==> config.mk <==
export PLATFORM = sky130hd
export DESIGN_NAME = icache_dm_flat
export DESIGN_NICKNAME = d
export VERILOG_FILES = /design/src/rtl/icache_dm_if.sv /design/src/rtl/icache_dm.sv /design/src/flat_wrapper.sv
export SDC_FILE = /design/constraint.sdc
export NUM_CORES = 1
export LEC_CHECK = 0
export CORE_MARGIN = 5
export CORE_UTILIZATION = 39
export CTS_CLUSTER_SIZE = 25
export DETAILED_ROUTE_END_ITERATION = 10
export REMOVE_ABC_BUFFERS = 1
export SYNTH_ARGS = -nofsm -noshare
export SYNTH_HDL_FRONTEND = slang
export SYNTH_SLANG_ARGS = --single-unit
==> constraint.sdc <==
create_clock -name clk -period 2.9 [get_ports clk]
set_clock_uncertainty 0.2 [all_clocks]
set_input_delay 0.435 -clock clk [delete_from_list [all_inputs] [get_ports clk]]
set_output_delay 0.435 -clock clk [all_outputs]
set_load 0.05 [all_outputs]
Fig. 1: run 1, sequential cells grouped by signal name
Other sequential cells in the stronger grey, the rest of the logic in the fainter grey.
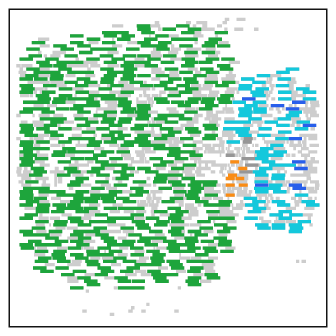
legend:
  green:
    netlist_name: `u_core.data_arr`
    sequential_cells: 512
  orange:
    netlist_name: `u_core.valid`
    sequential_cells: 8
  cyan:
    netlist_name: `u_core.tag_arr`
    sequential_cells: 88
  blue:
    netlist_name: `u_core.fill_tag`
    sequential_cells: 11
    where: east
not coloured: 6
sequential power: 9920 uW
register area: 18,660 um^2

Fig. 2: run 1, signal wires by layer
Scale bar: 100 um.
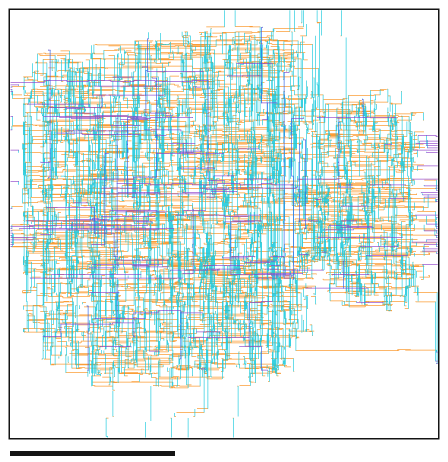
legend:
  purple:
    layer: met3
    wire_length: 3,450 um
  orange:
    layer: met1
    wire_length: 24.2 mm
  blue:
    layer: met4
    wire_length: 1,150 um
  cyan:
    layer: met2
    wire_length: 27.3 mm
routed len/inst: 25.69 um
via count: 11,570
Total GRT Usage: 16.74%

Fig. 3: run 1, ports around the boundary
Pins as bars across the die edge, other pins in grey.
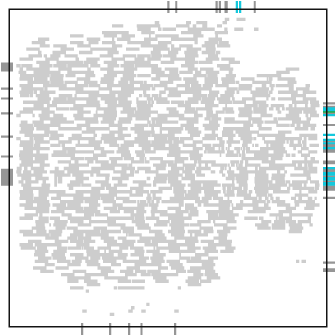
legend:
  green:
    port: `mem_mem_req`
    pins: 1
    direction: output
    edge: east
  cyan:
    port: `mem_mem_addr`
    pins: 16
    direction: output
    edge: 14 east, 2 north
all pins by edge: 37 east, 20 west, 9 north, 5 south
die height: 259.3 um
Port Buf Inserts: 70
Die X: 259.3 um

==> results_dict.tcl, run 1 <==
# implementation run metrics
set metrics [dict create \
    synth.largest_area_cell "edfxtp_1" \
    outcome "finished with violations" \
    setup_ws_ns -0.6864 \
    via_per_inst 5.300 \
    path_clk_slew_ns 0.06 \
    ir_drop_mv 0.5029 \
    setup_viol 31 \
    fp_util_pct 39.34 \
    aoi_share_pct 0.3356 \
    met3_length_um 3446 \
    finalHoldViolCount 0 \
    grt_max_degree 38 \
    gp_congestion 0.7648 \
    synthArstFlopShare_pct 0 \
    dieArea_um2 67220 \
    ys_cells 1062 \
    finalCoreUtilization_pct 48.56 \
    dp_slack_ns -0.4623 \
    top_cell_area_share_pct 76.09 \
    yosys-stat-area_um2 24230 \
    htree_levels 2 \
    syn_inst 1062 \
    hpwl_um 34620 \
    p_leak_uw 0.009741 \
    violations "negative setup slack" \
    cts_tree "yes" \
    timing.hold.ws_ns 0.2365 \
    use_met1_pct 24.28 \
    clk-power_uw 8010 \
    combPwrFrac_pct 5.8 \
    ff_count 625 \
    ys_sh_mux_pct 18.33 \
    hold_path_class "input pin to flip-flop" \
    wl_met2_um 27260 \
    p_per_area_nw_per_um2 636.7 \
    flop_cell "edfxtp_1" \
    inv_count 7 \
    clock-sinks 625 \
    antenna_found_initial 0 \
    grt-ovfl-total 0 \
    nNetsFinal 1338 \
    largest_reg_flops 512 \
    final_cell_area_um2 29910 \
    logic_gates 373 \
    reg2reg_slack_ns -0.07 \
    worstSetupPathType "flip-flop to output port" \
    synthAdderAreaFrac_pct 0.2065 \
    drt-met1-wl_um 24220 \
    top_usage_layer "met2" \
]
[run 1: timing repair]
| action | in CTS | in global routing |
|---|---|---|
| buffers inserted | 3 | 0 |
| cloned | 1 | 0 |
| pin swaps | 3 | 0 |
| gates resized | 36 | 8 |
| setup endpoints to repair | 31 | 31 |
[run 1: cell families (layout without fill, tap and decap cells)]
group	count (synthesis)	count (layout)
buffers and inverters	64	348
AND-OR/OR-AND	13	13
flip-flops	625	625
multiplexers	220	220
AND/OR/NAND/NOR	124	124
XOR/XNOR	12	12
adder cells (fa/ha/maj)	4	4
[run 1: worst max-delay path, cell delays in order (launching register included)]
cell,delay (ns)
edfxtp_1,0.37
mux4_2,0.46
mux2i_1,0.16
xnor2_1,0.08
or4_4,0.54
or3_4,0.34
a31o_1,0.22
buf_6,0.15
==> run 2: changes to the inputs <==
--- a/config.mk
+++ b/config.mk
@@ -5,6 +5,7 @@
 export SDC_FILE = /design/constraint.sdc
 export NUM_CORES = 1
 export LEC_CHECK = 0
+export CAP_MARGIN = 20
 export CORE_MARGIN = 5
 export CORE_UTILIZATION = 39
 export CTS_CLUSTER_SIZE = 25
Fig. 4: run 2, sequential cells grouped by signal name
Other sequential cells in the stronger grey, the rest of the logic in the fainter grey.
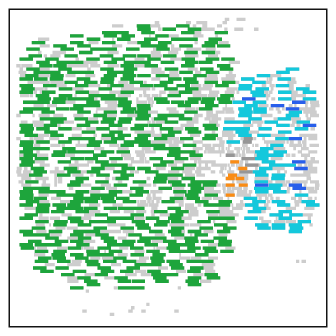
flop share of the area: 62.37%
final core utilization: 48.56%

==> results_dict.tcl, run 2 <==
# implementation run metrics
set metrics [dict create \
    die_width_um 259.3 \
    fp.dieH_um 259.3 \
    vias 11570 \
    largest_reg_flops 512 \
    ff_count 625 \
    finalHoldViolCount 0 \
    setup_viol 31 \
    htree_levels 2 \
    syn_inst 1062 \
    cts_post_setup_buffers_inserted 3 \
    reg2reg_slack_ns -0.07 \
    critical_path.cell_chain "mux4_2 > mux2i_1 > xnor2_1 > or4_4 > or3_4 > a31o_1 > buf_6" \
    final_cell_area_um2 29910 \
    hpwl_um 34620 \
    ir_drop_mv 0.5029 \
    synthArstFlopShare_pct 0 \
    cts_resized 36 \
    cts_tree "yes" \
    setup_ws_ns -0.6864 \
    outcome "finished with violations" \
    port_buffers 70 \
    nNetsFinal 1338 \
    seqCellArea_um2 18660 \
    ys_cells 1062 \
    gp_congestion 0.7648 \
    grt_pass1_wl_um 82900 \
    antenna_found_initial 0 \
    worst-path-buf-inv 1 \
    logic_gates 373 \
    path_clk_slew_ns 0.06 \
    cp_slowest_cell "or4_4" \
    dieArea_um2 67220 \
    combPwrFrac_pct 5.8 \
    hold_path_class "input pin to flip-flop" \
    top_cell_area_share_pct 76.09 \
    violations "negative setup slack" \
    p_per_area_nw_per_um2 636.7 \
    flop_cell "edfxtp_1" \
    p_seq_uw 9920 \
    inv_count 7 \
    cp.depth 7 \
    fp_util_pct 39.34 \
    worstSetupPathType "flip-flop to output port" \
    grt.total_usage_pct 16.74 \
    clk-power_uw 8010 \
    critPathMaxStageDelay_ns 0.54 \
    post_drt_wl_per_cell_um 25.69 \
    grt-ovfl-total 0 \
]
Fig. 5: run 2, ports around the boundary
Pins as bars across the die edge, other pins in grey.
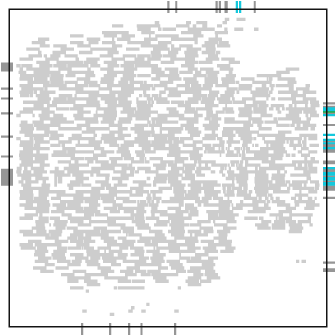

==> run 2: cell counts in the layout (fill, tap and decap cells not counted) <==
No cell type changed its count.
==> run 2: cell families after synthesis <==
kind of cell	count (synthesis)	synth area share (%)
AND-OR/OR-AND	13	0.3356
XOR/XNOR	12	0.4337
adder cells (fa/ha/maj)	4	0.2066
buffers and inverters	64	1.074
flip-flops	625	77.00
multiplexers	220	18.33
AND/OR/NAND/NOR	124	2.623
==> run 2: per-layer routing <==
metal	track usage, %	vias to the layer above	share of wire [%]
li1	-	4947	-
met1	24.28	6189	43
met2	26.64	363	49
met3	3.210	71	6.1
met4	4.022	0	2.0
met5	0	-	0
Power is estimated from default activity; no workload was simulated.
